[src/rtl/mem_access_ctrl_pkg.sv]
// Shared definitions for the memory access controller: state encoding,
// strobe bit positions and the per-state strobe decode.
package mem_access_ctrl_pkg;

  typedef enum logic [3:0] {
    ST_IDLE      = 4'd0,
    ST_LOAD_MAR  = 4'd1,
    ST_LOAD_MDR  = 4'd2,
    ST_MEM_REQ   = 4'd3,
    ST_RELEASE   = 4'd4,
    ST_MDR_LATCH = 4'd5,
    ST_MDR_OUT   = 4'd6,
    ST_DONE      = 4'd7,
    ST_ERR       = 4'd8
  } state_t;

  localparam int unsigned NUM_STROBES  = 9;
  localparam int unsigned SB_BUS_DRIVE = 0;
  localparam int unsigned SB_MAR_LOAD  = 1;
  localparam int unsigned SB_MDR_WRITE = 2;
  localparam int unsigned SB_MDR_READ  = 3;
  localparam int unsigned SB_MDR_OUT   = 4;
  localparam int unsigned SB_MEM_EN    = 5;
  localparam int unsigned SB_BUSY      = 6;
  localparam int unsigned SB_DONE      = 7;
  localparam int unsigned SB_ERR       = 8;

  typedef logic [NUM_STROBES-1:0] strobe_t;

  // Strobes that are high while the controller sits in state s.
  function automatic strobe_t strobes_for(state_t s);
    strobe_t sb;
    sb = '0;
    sb[SB_BUSY] = (s != ST_IDLE);
    case (s)
      ST_LOAD_MAR: begin
        sb[SB_BUS_DRIVE] = 1'b1;
        sb[SB_MAR_LOAD]  = 1'b1;
      end
      ST_LOAD_MDR: begin
        sb[SB_BUS_DRIVE] = 1'b1;
        sb[SB_MDR_WRITE] = 1'b1;
      end
      ST_MEM_REQ:   sb[SB_MEM_EN]   = 1'b1;
      ST_MDR_LATCH: sb[SB_MDR_READ] = 1'b1;
      ST_MDR_OUT:   sb[SB_MDR_OUT]  = 1'b1;
      ST_DONE:      sb[SB_DONE]     = 1'b1;
      ST_ERR: begin
        sb[SB_DONE] = 1'b1;
        sb[SB_ERR]  = 1'b1;
      end
      default: ;
    endcase
    return sb;
  endfunction

endpackage

[src/rtl/mem_access_ctrl_if.sv]
// Request/bus/memory-strobe bundle between a requester and mem_access_ctrl.
interface mem_access_ctrl_if #(
  parameter int unsigned DW = 16
);
  logic          req;
  logic          rw;
  logic [DW-1:0] addrIn;
  logic [DW-1:0] dataIn;
  logic [DW-1:0] busIn;
  logic          MFC;
  logic [DW-1:0] busOut;
  logic          busDrive;
  logic          marLoad;
  logic          mdrWriteEn;
  logic          mdrReadEn;
  logic          mdrOutEn;
  logic          memRW;
  logic          memEN;
  logic [DW-1:0] rdData;
  logic          busy;
  logic          done;
  logic          err;

  modport slave (
    input  req, rw, addrIn, dataIn, busIn, MFC,
    output busOut, busDrive, marLoad, mdrWriteEn, mdrReadEn, mdrOutEn,
           memRW, memEN, rdData, busy, done, err
  );

  modport master (
    output req, rw, addrIn, dataIn, busIn, MFC,
    input  busOut, busDrive, marLoad, mdrWriteEn, mdrReadEn, mdrOutEn,
           memRW, memEN, rdData, busy, done, err
  );
endinterface

[src/rtl/mem_access_ctrl_mfc_timer.sv]
// Cycle counter bounding how long the controller may wait on MFC.
module mfc_timer #(
  parameter int unsigned TIMEOUT = 255
) (
  input  logic clk,
  input  logic reset,
  input  logic clear,
  input  logic enable,
  output logic expired
);
  localparam int unsigned CW = $clog2(TIMEOUT + 1);

  logic [CW-1:0] count;

  always_ff @(posedge clk) begin
    if (reset || clear) begin
      count <= '0;
    end else if (enable && !expired) begin
      count <= count + CW'(1);
    end
  end

  // count holds cycles already spent, so this is the TIMEOUT-th waiting cycle.
  assign expired = enable && (count == CW'(TIMEOUT - 1));

endmodule

[src/rtl/mem_access_ctrl.sv]
// Sequences a MAR/MDR/MEM access over a shared bus; Moore FSM with all
// outputs registered from the next state.
module mem_access_ctrl #(
  parameter int unsigned TIMEOUT = 255,
  parameter int unsigned DW      = 16
) (
  input logic              clk,
  input logic              reset,
  mem_access_ctrl_if.slave bus
);
  import mem_access_ctrl_pkg::*;

  state_t        state;
  state_t        next_state;
  logic          rw_q;
  logic [DW-1:0] data_q;
  logic          timer_en;
  logic          expired;

  strobe_t       sb_next;
  logic [DW-1:0] bus_out_next;
  logic          mem_rw_next;
  strobe_t       sb_q;
  logic [DW-1:0] bus_out_q;
  logic          mem_rw_q;
  logic [DW-1:0] rd_data;

  assign timer_en = (state == ST_MEM_REQ) || (state == ST_RELEASE);

  mfc_timer #(.TIMEOUT(TIMEOUT)) u_timer (
    .clk     (clk),
    .reset   (reset),
    .clear   (!timer_en),
    .enable  (timer_en),
    .expired (expired)
  );

  always_ff @(posedge clk) begin
    if (reset) state <= ST_IDLE;
    else       state <= next_state;
  end

  // Timeout wins over an MFC edge arriving in the same cycle.
  always_comb begin
    next_state = state;
    case (state)
      ST_IDLE:      if (bus.req) next_state = ST_LOAD_MAR;
      ST_LOAD_MAR:  next_state = rw_q ? ST_MEM_REQ : ST_LOAD_MDR;
      ST_LOAD_MDR:  next_state = ST_MEM_REQ;
      ST_MEM_REQ: begin
        if (expired)      next_state = ST_ERR;
        else if (bus.MFC) next_state = ST_RELEASE;
      end
      ST_RELEASE: begin
        if (expired)       next_state = ST_ERR;
        else if (!bus.MFC) next_state = rw_q ? ST_MDR_LATCH : ST_DONE;
      end
      ST_MDR_LATCH: next_state = ST_MDR_OUT;
      ST_MDR_OUT:   next_state = ST_DONE;
      default:      next_state = ST_IDLE;
    endcase
  end

  // LOAD_MAR is only entered from IDLE, so the address comes straight off the input.
  always_comb begin
    sb_next      = strobes_for(next_state);
    bus_out_next = '0;
    mem_rw_next  = 1'b0;
    case (next_state)
      ST_LOAD_MAR:            bus_out_next = bus.addrIn;
      ST_LOAD_MDR:            bus_out_next = data_q;
      ST_MEM_REQ, ST_RELEASE: mem_rw_next  = rw_q;
      default: ;
    endcase
  end

  always_ff @(posedge clk) begin
    if (reset) begin
      sb_q      <= '0;
      bus_out_q <= '0;
      mem_rw_q  <= 1'b0;
      rw_q      <= 1'b0;
      data_q    <= '0;
      rd_data   <= '0;
    end else begin
      sb_q      <= sb_next;
      bus_out_q <= bus_out_next;
      mem_rw_q  <= mem_rw_next;
      if (state == ST_IDLE && bus.req) begin
        rw_q   <= bus.rw;
        data_q <= bus.dataIn;
      end
      if (state == ST_MDR_OUT) rd_data <= bus.busIn;
    end
  end

  assign bus.busOut     = bus_out_q;
  assign bus.busDrive   = sb_q[SB_BUS_DRIVE];
  assign bus.marLoad    = sb_q[SB_MAR_LOAD];
  assign bus.mdrWriteEn = sb_q[SB_MDR_WRITE];
  assign bus.mdrReadEn  = sb_q[SB_MDR_READ];
  assign bus.mdrOutEn   = sb_q[SB_MDR_OUT];
  assign bus.memEN      = sb_q[SB_MEM_EN];
  assign bus.memRW      = mem_rw_q;
  assign bus.rdData     = rd_data;
  assign bus.busy       = sb_q[SB_BUSY];
  assign bus.done       = sb_q[SB_DONE];
  assign bus.err        = sb_q[SB_ERR];

endmodule
[src/flat_wrapper.sv]
// flat-port wrapper written by rule: the top's interface ports become plain ports
module mem_access_ctrl_flat import mem_access_ctrl_pkg::*;
#(
  parameter int unsigned TIMEOUT = 255,
  parameter int unsigned DW      = 16
)
  (clk, reset, bus_req, bus_rw, bus_addrIn, bus_dataIn, bus_busIn, bus_MFC, bus_busOut, bus_busDrive, bus_marLoad, bus_mdrWriteEn, bus_mdrReadEn, bus_mdrOutEn, bus_memRW, bus_memEN, bus_rdData, bus_busy, bus_done, bus_err);
  mem_access_ctrl_if #(.DW(DW)) bus_i ();
  input logic clk;
  input logic reset;
  input wire logic [$bits(bus_i.req)-1:0] bus_req;
  input wire logic [$bits(bus_i.rw)-1:0] bus_rw;
  input wire logic [$bits(bus_i.addrIn)-1:0] bus_addrIn;
  input wire logic [$bits(bus_i.dataIn)-1:0] bus_dataIn;
  input wire logic [$bits(bus_i.busIn)-1:0] bus_busIn;
  input wire logic [$bits(bus_i.MFC)-1:0] bus_MFC;
  output wire logic [$bits(bus_i.busOut)-1:0] bus_busOut;
  output wire logic [$bits(bus_i.busDrive)-1:0] bus_busDrive;
  output wire logic [$bits(bus_i.marLoad)-1:0] bus_marLoad;
  output wire logic [$bits(bus_i.mdrWriteEn)-1:0] bus_mdrWriteEn;
  output wire logic [$bits(bus_i.mdrReadEn)-1:0] bus_mdrReadEn;
  output wire logic [$bits(bus_i.mdrOutEn)-1:0] bus_mdrOutEn;
  output wire logic [$bits(bus_i.memRW)-1:0] bus_memRW;
  output wire logic [$bits(bus_i.memEN)-1:0] bus_memEN;
  output wire logic [$bits(bus_i.rdData)-1:0] bus_rdData;
  output wire logic [$bits(bus_i.busy)-1:0] bus_busy;
  output wire logic [$bits(bus_i.done)-1:0] bus_done;
  output wire logic [$bits(bus_i.err)-1:0] bus_err;
  assign bus_i.req = bus_req;
  assign bus_i.rw = bus_rw;
  assign bus_i.addrIn = bus_addrIn;
  assign bus_i.dataIn = bus_dataIn;
  assign bus_i.busIn = bus_busIn;
  assign bus_i.MFC = bus_MFC;
  assign bus_busOut = bus_i.busOut;
  assign bus_busDrive = bus_i.busDrive;
  assign bus_marLoad = bus_i.marLoad;
  assign bus_mdrWriteEn = bus_i.mdrWriteEn;
  assign bus_mdrReadEn = bus_i.mdrReadEn;
  assign bus_mdrOutEn = bus_i.mdrOutEn;
  assign bus_memRW = bus_i.memRW;
  assign bus_memEN = bus_i.memEN;
  assign bus_rdData = bus_i.rdData;
  assign bus_busy = bus_i.busy;
  assign bus_done = bus_i.done;
  assign bus_err = bus_i.err;
  mem_access_ctrl #(.TIMEOUT(TIMEOUT), .DW(DW)) u_core (.clk(clk), .reset(reset), .bus(bus_i));
endmodule
[config.mk]
export PLATFORM = sky130hd
export DESIGN_NAME = mem_access_ctrl_flat
export DESIGN_NICKNAME = d
export VERILOG_FILES = /design/src/rtl/mem_access_ctrl_pkg.sv /design/src/rtl/mem_access_ctrl_if.sv /design/src/rtl/mem_access_ctrl_mfc_timer.sv /design/src/rtl/mem_access_ctrl.sv /design/src/flat_wrapper.sv
export SDC_FILE = /design/constraint.sdc
export NUM_CORES = 1
export LEC_CHECK = 0
export CORE_ASPECT_RATIO = 0.6
export CORE_MARGIN = 3
export CORE_UTILIZATION = 46
export CTS_BUF_LIST = sky130_fd_sc_hd__clkbuf_4
export DETAILED_ROUTE_END_ITERATION = 12
export GPL_TIMING_DRIVEN = 0
export HOLD_SLACK_MARGIN = 0.05
export PLACE_DENSITY = 0.93
export SYNTH_ARGS = -nofsm -noshare
export SYNTH_HDL_FRONTEND = slang
export SYNTH_SLANG_ARGS = --single-unit
[constraint.sdc]
create_clock -name clk -period 2.75 [get_ports clk]
set_input_delay 0.6875 -clock clk [delete_from_list [all_inputs] [get_ports clk]]
set_output_delay 0.6875 -clock clk [all_outputs]
set_load 0.01 [all_outputs]
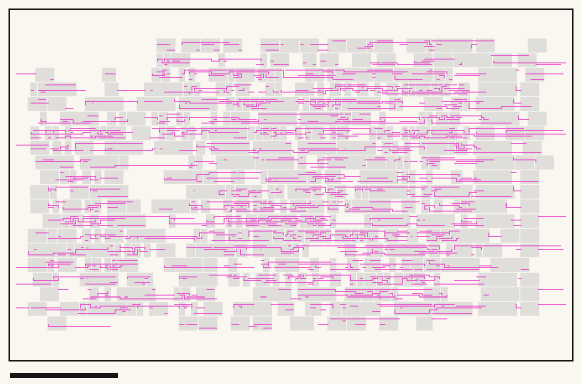
Run 1: metal 1
Bar = 20 µm. Cells faint in the background.
longest straight run: 34.0 µm
main direction: horizontal
nets with wire on the layer: 431
wire length on this layer: 3130 µm

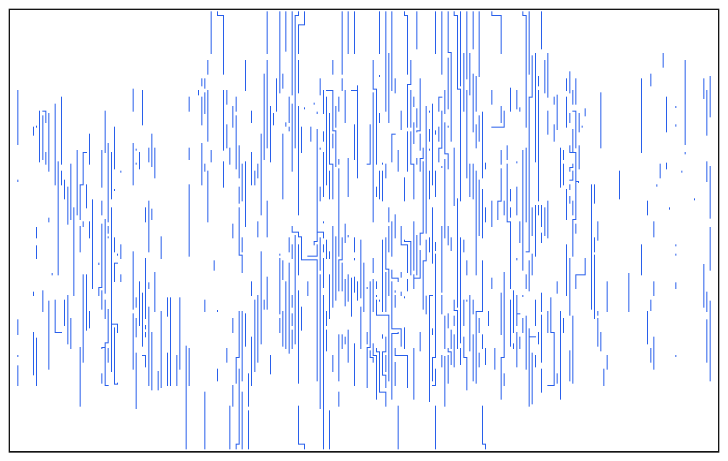
Run 1: M2 wires
share of all routed wire: 43%
nets with wire on the layer: 401
wire length on this layer: 3110 µm

==> results.txt, run 1 <==
Summary of the current implementation state.

- The library cells used most frequently in the layout, excluding fill and tap cells, are 100 x sky130_fd_sc_hd__nand2_1, 94 x sky130_fd_sc_hd__clkdlybuf4s50_1, 71 x sky130_fd_sc_hd__dfxtp_1.
- The post-route non-filler standard cell count is approximately 500, for reference.
- Before antenna repair, the detailed router went through 4 iterations.
- According to the floorplan report, the die width is between 100 and 150 µm.
- The number of rows in the core area is 20, for reference.
- Per the summary, power density relative to cell area is around 570 nW/µm².
- The initial cell density of the core is 0.502, for reference.
- In the final report, the number of pins over their slew limit comes to 0.
- Post-synth the commonest register cell is sky130_fd_sc_hd__dfxtp_1.
- The final net count is 487, for reference.
- The chip area line in the Yosys stat output reads 2680 µm².
- TritonCTS built the clock tree.
- For the combinational group, total power comes out at between 0.0004 and 0.0005 W.
- The total CTS buffers is 9, for reference.
- The cell count listed in synth_stat.txt is 327, for reference.
- The relative area of non-clock buffer cells in the final design is 0.271, for reference.
- The number of nets in the synthesized netlist is approximately 380, for reference.
- The worst setup path is launched from an input port.
- The area inside the core boundary is 5330 µm², for reference.
- The power report attributes to the combinational group a share of 0.223.
- The worst min-delay path endpoint is u_core.bus.rdData[8], for reference.
- The largest family of logic cells by area is simple AND/OR/NAND/NOR gates, for reference.
- The remaining design rule violation count is 0, for reference.
- The fraction of power spent switching nets is 0.292, for reference.
- After layout, the minimum clock period comes to roughly 2500 ps.
- Once iteration 0 of detailed routing completed, the report listed a little under 200 DRC markers.
- The skew report gives the latency at the later pin of the worst-skew pair as roughly 400 ps.
- The least setup slack across all paths after layout is between 200 and 300 ps, for reference.
- RePlAce ended its routability-driven mode at a weighted congestion of roughly 0.94.
- Across the whole layout, storage elements account for between 1000 and 1500 µm².
- The worst-case vdd ir drop is between 0.3 and 0.4 mV, for reference.
- Fill cells in the final layout number between 400 and 500.
- Of the total power, registers draw 0.524.
- The synthesis stats list as the most numerous cell sky130_fd_sc_hd__nand2_1.
- The first global-routing pass estimated between 10000 and 15000 µm of wire.
- Of the cells placed in the final design, the portion with a size suffix greater than 1 is 0.0481.
- The post-synthesis simple-gate area fraction is 0.244, for reference.
- Of the total synthesized cell area, the portion taken by AND-OR and OR-AND cells is 0.149.
- The power drawn by the sequential cells is ~0.0011 W, for reference.
- The worst clock skew on the final layout is roughly 13 ps, for reference.
- The number of global-route vias before repair is roughly 2400, for reference.
- The total vias in the final route is around 2600, for reference.
- Of the total power, the clock network draws 0.253.
- The count of unique library cells instantiated by Yosys is 34, for reference.
- The post-synth count of flops with an enable pin is 0.
- Buffers added to address setup during post-CTS repair amount to 0.
- The quantity of hold-fixing buffers added after cts is 0, for reference.
- 0 antenna diodes ended up in the layout.
- The power spent charging and discharging nets is between 0.0006 and 0.0007 W, for reference.
- Ranked by instance count, the synthesized netlist is headed by 100 x sky130_fd_sc_hd__nand2_1, 71 x sky130_fd_sc_hd__dfxtp_1, 39 x sky130_fd_sc_hd__a21oi_1, 23 x sky130_fd_sc_hd__nor2_1, 16 x sky130_fd_sc_hd__o22ai_1.
- The most common library cell in the layout ignoring fill and taps is sky130_fd_sc_hd__nand2_1, for reference.
- Per report_power, the top consumer among the power groups is registers.
- The type of the setup path with the least slack is input port to register, for reference.
- The fraction of registers with async set/reset is 0, for reference.
- The root buffer selected by CTS is sky130_fd_sc_hd__clkbuf_4, for reference.
- After layout, the clock buffer instance count stands at 11.
- The script logs the mean routed wire length per placed instance as between 10 and 15 µm.
- The deepest level of the CTS H-tree is 3, for reference.
- The tally of yosys warning messages is 0, for reference.
- The transition time recorded at the tightest slew-check pin is 1160 ps.
- The flow ran to the end, and the final reports show no timing, DRC or antenna violations.
- The clock-cell share of area is 0.0282, for reference.
- Of the total synthesized cell area, the portion taken by XOR and XNOR cells is 0.0262.
- The placement report lists the number of port buffers as 94.
- Counting cells, the worst reg-to-reg path comes to 8.
- The leakage power in the latest report is around 1.4 nW.
- The HPWL after detailed placement is 5500 µm, for reference.
- The total track usage is 0.214, for reference.
- At the placement stage, the worst setup path has a slack of -126 ps.
- The number of sequential cells reported for the layout is 71.
- STA puts the critical path data arrival time at approximately 2800 ps.
- The final design instance area without fill is ~3800 µm², for reference.
- The number of multi-input combinational cells in the layout is around 230.
- In the CTS report, the clock slew at the register clock pins of the worst setup and hold paths is listed as approximately 110 ps.
- The die covers 6800 µm².
- For reference, the final report shows the hold violation count at 0.
- The area used by multi-input combinational logic is roughly 1100 µm², for reference.
- For reference, the critical path is captured by u_core.data_q[8].
- Post-route period utilization is reported as 0.904.
- The number of antenna violations at the first check in global routing was 0.
- In the post-route report, total wirelength is listed as ~7200 µm.
- The final report lists the setup-violating endpoint count as 0.
- Synthesis inferred 71 register bits.
- The launch point of the worst reg-to-reg path is u_core.u_timer.count[0], for reference.
- The total number of clock tree sinks is 71, for reference.
- Of the synthesized area, sequential elements account for 0.531.
- In this run the remaining antenna-violating nets after routing total 0.
- The share of synthesized area in the top cell type comes to 0.531.
- The mean cell area of the mapped netlist is approximately 8 µm², for reference.
- Setup repair after global routing left no endpoint under its margin.
- STA reports a reg2reg setup slack of between 300 and 400 ps.
- The max capacitance violation total is 0, for reference.
- The floorplan die height is roughly 65 µm, for reference.
- The worst setup path is captured at a register.
- The OpenROAD report gives the critical path a required time of roughly 3000 ps.
- The number of primary I/O pins is between 90 and 100, for reference.
- In this run, the synthesized area fraction spent on adder and majority cells is recorded as 0.00935.
- The min-delay analysis places its worst path in the category register to register.
- Setup total negative slack on the finished layout was measured at 0 ps.
- Of all nets on the critical path, the largest fanout is 10.
- The max-slew headroom at the worst pin is 0.221, for reference.
- The final report gives the core utilization as 0.717.
- In the final design, more cell area goes to sequential cells than to any other class.
- Hold is met by 459 ps.
- By area the synthesized netlist is led by sky130_fd_sc_hd__dfxtp_1 53%, sky130_fd_sc_hd__nand2_1 14%, sky130_fd_sc_hd__a21oi_1 7.3%.
- The peak clock frequency supported by timing is 402 MHz, for reference.
- The number of instances in the synthesized netlist is around 330, for reference.
- The count of non-CTS buffers in the layout is ~120, for reference.
- The number of cells on the worst hold path is 2, for reference.
- Using the TritonRoute via totals, the vias-per-cell ratio works out to 5.07.
- The critical path startpoint is bus_req, for reference.
- During tapcell insertion the tool placed 77 well taps.
- Recorded from the global router log, the overflow total was 0.
- The detailed placer reported the number of placed instances as roughly 500.
- The post-cts resize count is 0, for reference.
- The internal power consumption is 0.00154 W, for reference.
- The startpoint of the lowest-slack hold path is u_core.bus.rdData[8], for reference.
- The multi-input logic portion of the cell area is 0.300, for reference.
- The cell type with the highest aggregate area in the netlist is sky130_fd_sc_hd__dfxtp_1, for reference.
- The post-synth design cell area is 2680 µm², for reference.
- Across all stage logs, warnings added up to 27.
- The post-placement cell area is between 3000 and 4000 µm².
- The pin count of the biggest net entering global routing is 12, for reference.
- The capture point of the worst reg-to-reg path is u_core.bus.busOut[5], for reference.
- Yosys reports the multiplexer fraction of the synthesized area as 0.
- The total power is around 0.0022 W, for reference.
- The sequential fraction of total cell area is 0.372, for reference.
- The flow measured a signed area growth from synthesis to layout of 42.8%.
- Per the CTS log, the buffer count on the longest clock path is 2.
- The power consumed by the clock network is 0.000548 W, for reference.
- The number of logic inverters in the finished layout is 4, for reference.
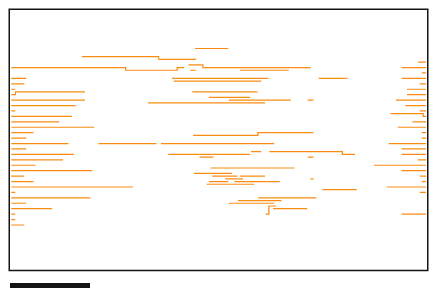
Run 1: signal wires on met3
Bar = 20 µm.
nets with wire on the layer: 83
longest straight run: 30.1 µm

-- run 1: critical path, stage by stage --
cell	delay [ps]
sky130_fd_sc_hd__clkdlybuf4s50_1	480
sky130_fd_sc_hd__nand2b_1	80
sky130_fd_sc_hd__nor4_1	880
sky130_fd_sc_hd__clkbuf_1	420
sky130_fd_sc_hd__nand2_1	110
sky130_fd_sc_hd__a21oi_1	150
-- run 1: per-layer routing --
layer	up-vias	wire length [µm]	GRT usage	share of wire
met5	-	0	0	0
met2	125	3110	0.325	0.43
met3	8	883	0.0945	0.12
li1	1312	-	-	-
met1	1160	3130	0.283	0.44
met4	0	41	0.0431	0.0057
==> run 2: changes to the inputs <==
- CAP_MARGIN: unset -> 20
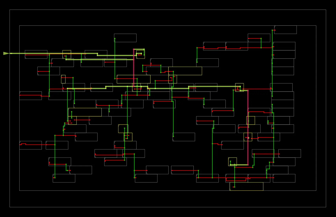
Run 2: clock nets
Layout Skew: 17.5 ps
clock buffers: 10
sequential cell count of the final layout: 71
clock insertion delay at the later pin of the skew report: 420 ps
clock tree sinks: 71

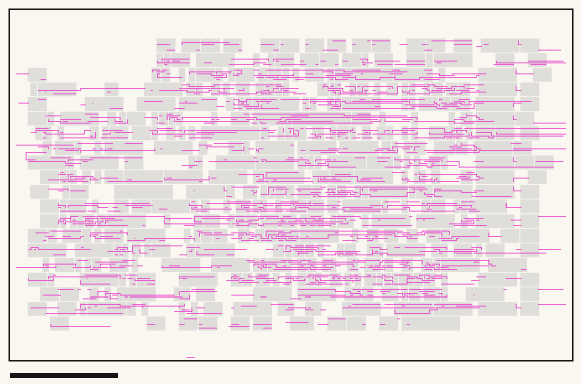
Run 2: metal 1
Bar = 20 µm. Cells faint in the background.
main direction: horizontal
wire length on this layer: 3260 µm
nets with wire on the layer: 435
longest straight run: 25.3 µm
share of all routed wire: 44%

==> results.txt, run 2 <==
Summary of the current implementation state.

- Outcome: complete, no violations (unchanged).
- The wire length of the first global-routing pass was 12000 µm (was 11500 µm).
- The most used routing layer in global routing is met2 (unchanged), for reference.
- The number of filler cells placed in the layout is 438 (was 444), for reference.
- The worst-case vdd ir drop is 0.378 mV (was 0.310 mV), for reference.
- The power density over cell area is 650 nW/µm² (was 568 nW/µm²).
- The number of cells on the worst hold path is 2 (unchanged).
- The number of rows in the core area is 20 (unchanged), for reference.
- The fraction of registers with async set/reset was 0 (unchanged).
- The count of unique library cells instantiated by Yosys is 34 (unchanged), for reference.
- The most common library cell in the layout ignoring fill and taps is sky130_fd_sc_hd__nand2_1 (unchanged).
- The root buffer selected by CTS is sky130_fd_sc_hd__clkbuf_4 (unchanged).
- The flip-flop cell with the highest count after synthesis is sky130_fd_sc_hd__dfxtp_1 (unchanged).
- The part of the total power dissipated in the clock network came to 0.361 (was 0.253).
- The total CTS buffers is 9 (unchanged), for reference.
- The combinational fraction of design power is 0.193 (was 0.223).
- The post-cts resize count is 0 (unchanged).
- The initial cell density of the core came to 0.502 (unchanged).
- The fraction of power spent switching nets came to 0.255 (was 0.292).
- The data arrival time of the critical path came to 2850 ps (was 2810 ps).
- The pin count of the biggest net entering global routing is 13 (was 12), for reference.
- The number of multi-input combinational cells was 231 (unchanged).
- The required time at the endpoint of the critical path came to 3080 ps (was 3070 ps).
- The sequential fraction of total cell area is 0.362 (was 0.372), for reference.
- The weighted congestion reported at the end of routability-driven placement came to 0.944 (unchanged).
- The number of logic stages on the critical path including buffering is 8 (was 6), for reference.
- The largest cell class by area is sequential cells (unchanged), for reference.
- Setup repair after global routing missed its margin: no (unchanged).
- The wire length on met1 was 3260 µm (was 3130 µm).
- The share of power burned in registers is 0.446 (was 0.524), for reference.
- The max-slew headroom at the worst pin came to 0.472 (was 0.221).
- The clock tree buffer depth is 2 (unchanged), for reference.
- The power consumed by the clock network is 0.000921 W (was 0.000548 W), for reference.
- The launch point of the worst reg-to-reg path is u_core.u_timer.count[0] (unchanged), for reference.
- The remaining antenna violation count after routing was 0 (unchanged).
- The peak clock frequency supported by timing was 398 MHz (was 402 MHz).
- The startpoint of the lowest-slack hold path is u_core.bus.rdData[2] (was u_core.bus.rdData[8]).
- The peak per-stage delay on the critical path came to 520 ps (was 880 ps).
- The worst min-delay path endpoint is u_core.bus.rdData[2] (was u_core.bus.rdData[8]).
- The width of the die is 104 µm (unchanged), for reference.
- The met2 usage in global routing is 0.355 (was 0.325), for reference.
- The max capacitance violation total is 0 (unchanged), for reference.
- The routing usage on met3 is 0.0915 (was 0.0945), for reference.
- The area inside the core boundary is 5330 µm² (unchanged), for reference.
- The post-synth design cell area is 2680 µm² (unchanged), for reference.
- The least setup slack across all paths after layout is 239 ps (was 264 ps).
- The multi-input logic portion of the cell area is 0.292 (was 0.300), for reference.
- The leakage power came to 1.41 nW (was 1.36 nW).
- The pre-CTS setup slack came to -7.96 ps (was -126 ps).
- The final setup violation count is 0 (unchanged), for reference.
- The number of instances in the synthesized netlist was 327 (unchanged).
- The count of non-CTS buffers in the layout was 116 (was 115).
- The sequential cell area is 1420 µm² (unchanged), for reference.
- The combined buffer and inverter count along the critical path is 2 (unchanged), for reference.
- The final net count was 488 (was 487).
- The via count normalized by instance count is 5.23 (was 5.07), for reference.
- The post-synthesis to final-layout area growth came to 46.7% (was 42.8%).
- Cell types occupying the most area after synthesis: sky130_fd_sc_hd__dfxtp_1 53%, sky130_fd_sc_hd__nand2_1 14%, sky130_fd_sc_hd__a21oi_1 7.3% (unchanged).
- The remaining design rule violation count came to 0 (unchanged).
- The area used by multi-input combinational logic is 1150 µm² (unchanged), for reference.
- The gate family responsible for the most delay along the worst path is AND-OR/OR-AND gates (was simple AND/OR/NAND/NOR gates), for reference.
- Cell-by-cell listing of the critical path: inv_1, ha_1, and3_1, a211o_1, a211oi_1, clkbuf_1, nand2_1, o22ai_1 (was clkdlybuf4s50_1, nand2b_1, nor4_1, clkbuf_1, nand2_1, a21oi_1).
- The power drawn by the sequential cells is 0.00114 W (about the same).
- The number of primary I/O pins is 95 (unchanged), for reference.
- The detailed router's first-iteration violation count is 241 (was 195).
- The sequential cell area fraction in the yosys report is 0.531 (unchanged), for reference.
- The overall overflow remaining after global route was 0 (unchanged).
- The depth of the worst register-to-register path came to 8 (unchanged).
- The wire length reported by the detailed router came to 7470 µm (was 7160 µm).
- The capture point of the worst reg-to-reg path is u_core.bus.busOut[5] (unchanged).
- The number of global-route vias before repair is 2508 (was 2393).
- The uppermost layer routed is met4 (unchanged), for reference.
- The power spent charging and discharging nets was 0.000651 W (was 0.000634 W).
- The core occupancy in the finished layout was 0.736 (was 0.717).
- The fraction of final layout cells with drive strength greater than 1 is 0.0525 (was 0.0481), for reference.
- The type of the setup path with the least slack is register to register (was input port to register), for reference.
- Top Layout Cells: 100 x sky130_fd_sc_hd__nand2_1, 94 x sky130_fd_sc_hd__clkdlybuf4s50_1, 71 x sky130_fd_sc_hd__dfxtp_1 (unchanged).
- The total vias in the final route is 2691 (was 2605), for reference.
- The mean cell area of the mapped netlist is 8.18 µm² (unchanged), for reference.
- The wire length per cell is 14.5 µm (was 13.9 µm), for reference.
- The global routing usage on met1 is 0.286 (was 0.283).
- The deepest level of the CTS H-tree is 3 (unchanged), for reference.
- The cell count listed in synth_stat.txt came to 327 (unchanged).
- The clock-cell share of area is 0.0529 (was 0.0282), for reference.
- The minimum setup slack among reg-to-reg paths was 240 ps (was 350 ps).
- The most repeated cell in the gate-level netlist after synthesis is sky130_fd_sc_hd__nand2_1 (unchanged), for reference.
- The final count of pins violating max slew is 0 (unchanged).
- The capturing element of the worst setup path is u_core.bus.busOut[5] (was u_core.data_q[8]), for reference.
- The time the final worst path needs with I/O delays and setup is 2510 ps (was 2490 ps), for reference.
- The top cell type's share of synthesized area is 0.531 (unchanged), for reference.
- The number of antenna violations at the first check in global routing is 0 (unchanged).
- The yosys-reported design area after synthesis is 2680 µm² (unchanged).
- The cell type with the highest aggregate area in the netlist was sky130_fd_sc_hd__dfxtp_1 (unchanged).
- The tally of yosys warning messages was 0 (unchanged).
- The stage-log warning count came to 27 (unchanged).
- The first-pass iteration count of the detailed router came to 6 (was 4).
- The worst hold margin is 460 ps (was 459 ps), for reference.
- Most used standard cells in the synthesized netlist: 100 x sky130_fd_sc_hd__nand2_1, 71 x sky130_fd_sc_hd__dfxtp_1, 39 x sky130_fd_sc_hd__a21oi_1, 23 x sky130_fd_sc_hd__nor2_1, 16 x sky130_fd_sc_hd__o22ai_1 (unchanged).
- The number of nets in the synthesized netlist is 382 (unchanged), for reference.
- The HPWL after detailed placement was 5520 µm (was 5500 µm).
- The routed wire length on met2 is 3320 µm (was 3110 µm), for reference.
- The clock-pin slew on the worst setup and hold paths is 110 ps (about the same), for reference.
- The type of origin of the critical path is a register (was input port).
- The internal power consumption is 0.00190 W (was 0.00154 W), for reference.
- The critical path startpoint is u_core.u_timer.count[0] (was bus_req).
- The number of buffer cells added on primary ports was 94 (unchanged).
- The total met3 wirelength after detailed routing is 807 µm (was 883 µm).
- The relative area of non-clock buffer cells in the final design is 0.265 (was 0.271), for reference.
- The top contributor to total power is registers (unchanged).
- The number of logic inverters in the finished layout is 4 (unchanged), for reference.
- The quantity of hold-fixing buffers added after cts is 0 (unchanged).
- The total die area is 6800 µm² (unchanged), for reference.
- The tap cell count is 77 (unchanged), for reference.
- The critical-path cell with the highest stage delay is sky130_fd_sc_hd__a211oi_1 (was sky130_fd_sc_hd__nor4_1), for reference.
- The number of enable-type register cells in the synthesized netlist is 0 (unchanged), for reference.
- The post-CTS setup repair buffer count is 0 (unchanged), for reference.
- The pin slew with the least headroom to its limit is 786 ps (was 1160 ps).
- The CTS tree is built (unchanged).
- The total track usage is 0.223 (was 0.214), for reference.
- The floorplan die height is 65.1 µm (unchanged), for reference.
- The post-synthesis sequential element count came to 71 (unchanged).
- The share of the cycle needed by the critical path after routing is 0.913 (was 0.904), for reference.
- The highest net fanout along the worst path was 10 (unchanged).
- The antenna cell count is 0 (unchanged), for reference.
- The type of destination of the critical path is a register (unchanged), for reference.
- The path type of the worst min-delay path is register to register (unchanged).
- The total power is 0.00255 W (was 0.00217 W), for reference.
- The final count of hold timing violations is 0 (unchanged), for reference.
- The power consumed by combinational cells was 0.000493 W (was 0.000485 W).
[run 2: cell counts after synthesis]
Identical to the previous run, type by type.
[run 2: logic make-up (layout without fill, tap and decap cells)]
kind of cell	Yosys count	after routing	synth area share
flops	71	71	0.531
simple gates	153	153	0.244
xor+xnor	8	8	0.0262
compound gates	68	68	0.149
buf+inv	25	136	0.0402
fa+ha+maj	2	2	0.00935
[run 2: stage by stage]
step / cell area [µm²] / instances / TNS (ps)
2_1_floorplan: 2680 / 327 / 0
3_3_place_gp: 3710 / 498 / -938
3_5_place_dp: 3720 / 499 / -7.96
4_1_cts: 3930 / 515 / 0
5_1_grt: 3930 / 515 / 0
6_report: 3930 / 515 / 0
==> run 3: changes to the inputs <==
- CORE_UTILIZATION: 46 -> 36
- PLACE_DENSITY: 0.93 -> 0.77
- clock period: 2.75 -> 2.49 ns (I/O delays scaled with it)
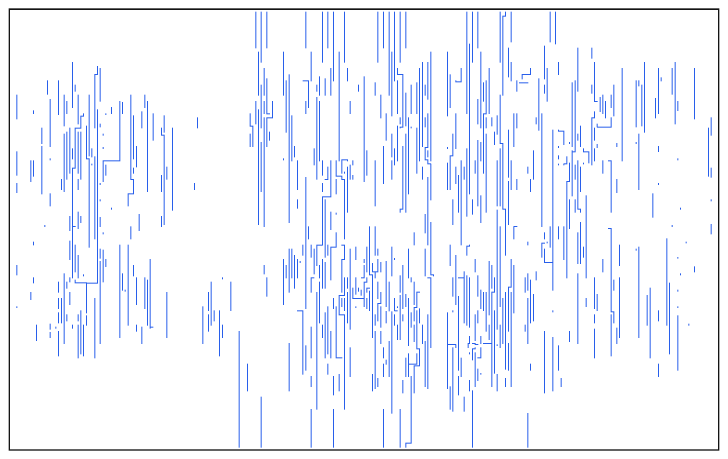
Run 3: M2 wires
nets with wire on the layer: 393
main direction: vertical
share of all routed wire: 40%
wire length on this layer: 3030 µm

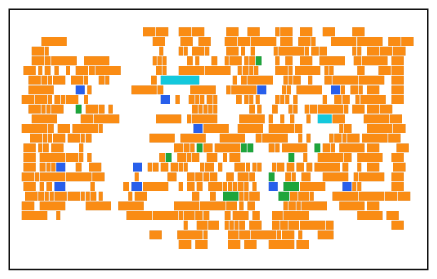
Run 3: sizing map
| color | size | cells |
|---|---|---|
| blue | drive 3 to 4 | 11 |
| green | drive 2 | 12 |
| orange | drive 1 or less | 412 |
| cyan | drive 6 and up | 2 |

==> results.txt, run 3 <==
Summary of the current implementation state.

- The number of logic stages on the critical path including buffering is 7 (was 8), for reference.
- The type of destination of the critical path is a register (unchanged), for reference.
- Most used standard cells in the synthesized netlist: 100 x sky130_fd_sc_hd__nand2_1, 71 x sky130_fd_sc_hd__dfxtp_1, 39 x sky130_fd_sc_hd__a21oi_1, 23 x sky130_fd_sc_hd__nor2_1, 16 x sky130_fd_sc_hd__o22ai_1 (unchanged).
- The number of antenna violations at the first check in global routing is 0 (unchanged), for reference.
- The total vias in the final route is 2600 (was 2691), for reference.
- The final sum of negative setup slack was 0 ps (unchanged).
- The count of non-CTS buffers in the layout is 116 (unchanged), for reference.
- The clock tree buffer depth was 2 (unchanged).
- The flip-flop cell with the highest count after synthesis is sky130_fd_sc_hd__dfxtp_1 (unchanged).
- The tap cell count was 100 (was 77).
- The final count of pins violating max slew was 0 (unchanged).
- The wire length reported by the detailed router is 7540 µm (was 7470 µm), for reference.
- The leakage power is 1.38 nW (was 1.41 nW), for reference.
- The pin count of the biggest net entering global routing is 13 (unchanged), for reference.
- The final count of hold timing violations was 0 (unchanged).
- The worst min-delay path endpoint is u_core.bus.rdData[15] (was u_core.bus.rdData[2]).
- The startpoint of the lowest-slack hold path is u_core.bus.rdData[15] (was u_core.bus.rdData[2]), for reference.
- The gate family responsible for the most delay along the worst path is AND-OR/OR-AND gates (unchanged), for reference.
- The weighted congestion reported at the end of routability-driven placement was 0.857 (was 0.944).
- Cell types occupying the most area after synthesis: sky130_fd_sc_hd__dfxtp_1 53%, sky130_fd_sc_hd__nand2_1 14%, sky130_fd_sc_hd__a21oi_1 7.3% (unchanged).
- The least setup slack across all paths after layout came to 135 ps (was 239 ps).
- The number of multi-input combinational cells was 231 (unchanged).
- The depth of the worst register-to-register path is 7 (was 8), for reference.
- The number of cells on the worst hold path is 2 (unchanged), for reference.
- The most common library cell in the layout ignoring fill and taps is sky130_fd_sc_hd__nand2_1 (unchanged).
- The area inside the core boundary came to 6940 µm² (was 5330 µm²).
- The path type of the worst min-delay path is register to register (unchanged), for reference.
- The number of filler cells placed in the layout is 651 (was 438).
- The number of rows in the core area is 23 (was 20), for reference.
- The fraction of registers with async set/reset was 0 (unchanged).
- The share of the cycle needed by the critical path after routing was 0.946 (was 0.913).
- The internal power consumption is 0.00178 W (was 0.00190 W), for reference.
- The type of origin of the critical path is a register (unchanged), for reference.
- The capturing element of the worst setup path is u_core.bus.busOut[6] (was u_core.bus.busOut[5]).
- Outcome: complete, no violations (unchanged).
- The post-synth design cell area came to 2680 µm² (unchanged).
- The max capacitance violation total was 0 (unchanged).
- The via count normalized by instance count was 4.84 (was 5.23).
- The initial cell density of the core came to 0.386 (was 0.502).
- The tally of yosys warning messages came to 0 (unchanged).
- The post-CTS setup repair buffer count is 0 (unchanged), for reference.
- The floorplan die height is 72.8 µm (was 65.1 µm).
- The data arrival time of the critical path is 2660 ps (was 2850 ps), for reference.
- The peak per-stage delay on the critical path is 600 ps (was 520 ps), for reference.
- The relative area of non-clock buffer cells in the final design is 0.267 (was 0.265).
- The xor and xnor area share after synthesis is 0.0262 (unchanged), for reference.
- The number of nets in the synthesized netlist came to 382 (unchanged).
- The top cell type's share of synthesized area is 0.531 (unchanged).
- The cell type with the highest aggregate area in the netlist is sky130_fd_sc_hd__dfxtp_1 (unchanged), for reference.
- The critical path startpoint was u_core.state[0] (was u_core.u_timer.count[0]).
- The stage-log warning count was 28 (was 27).
- The number of global-route vias before repair is 2357 (was 2508), for reference.
- The area used by multi-input combinational logic is 1150 µm² (about the same).
- The width of the die is 117 µm (was 104 µm).
- The mean cell area of the mapped netlist came to 8.18 µm² (unchanged).
- The sequential fraction of total cell area is 0.366 (was 0.362), for reference.
- The core occupancy in the finished layout was 0.560 (was 0.736).
- Setup repair after global routing missed its margin: yes (was no).
- The antenna cell count is 0 (unchanged), for reference.
- The clock buffer instance count of the final layout came to 9 (was 10).
- The fraction of power spent switching nets is 0.293 (was 0.255), for reference.
- The number of primary I/O pins is 95 (unchanged), for reference.
- The cell count listed in synth_stat.txt is 327 (unchanged).
- The total power was 0.00252 W (was 0.00255 W).
- The worst hold margin came to 462 ps (was 460 ps).
- The share of power burned in registers is 0.499 (was 0.446), for reference.
- The detailed router's first-iteration violation count is 188 (was 241), for reference.
- The sequential cell count of the final layout is 71 (unchanged), for reference.
- The yosys-reported design area after synthesis is 2680 µm² (unchanged).
- The later-pin clock latency in the skew report is 430 ps (was 420 ps), for reference.
- The wire length per cell is 14.0 µm (was 14.5 µm).
- The pin slew with the least headroom to its limit was 741 ps (was 786 ps).
- The combinational fraction of design power is 0.217 (was 0.193), for reference.
- The post-route non-filler standard cell count is 537 (was 515), for reference.
- The final net count came to 488 (unchanged).
- The total number of clock tree sinks is 71 (unchanged), for reference.
- Top Layout Cells: 100 x sky130_fd_sc_hd__nand2_1, 94 x sky130_fd_sc_hd__clkdlybuf4s50_1, 71 x sky130_fd_sc_hd__dfxtp_1 (unchanged).
- The most repeated cell in the gate-level netlist after synthesis was sky130_fd_sc_hd__nand2_1 (unchanged).
- The post-synthesis sequential element count is 71 (unchanged), for reference.
- The compound-cell area share of the yosys netlist is 0.149 (unchanged), for reference.
- The number of logic inverters in the finished layout is 4 (unchanged), for reference.
- The total track usage is 0.177 (was 0.223), for reference.
- The instance count after placement with tap cells included is 522 (was 499).
- The deepest level of the CTS H-tree came to 3 (unchanged).
- The number of instances in the synthesized netlist is 327 (unchanged), for reference.
- The placed instance area is 3750 µm² (was 3720 µm²), for reference.
==> run 3: cell counts after synthesis <==
Identical to the previous run, type by type.
==> run 3: per-layer routing <==
layer	global-route usage	wire [µm]	up-vias
met5	0	0	-
met4	0.0458	80	0
met3	0.0779	790	10
met2	0.248	3030	119
met1	0.247	3640	1159
li1	-	-	1312
==> run 3: power by group through the flow <==
stage / clock network, W / logic (W) / registers, W
detailed placement: 0 / 0.000537 / 0.00128
global placement: 0 / 0.000523 / 0.00128
floorplan: 0 / 0.000256 / 0.00130
CTS: 0.000723 / 0.000538 / 0.00126
finish: 0.000714 / 0.000547 / 0.00126
global route: 0.000775 / 0.000594 / 0.00127
No activity file was given, so power comes from the tool's default toggle rates.
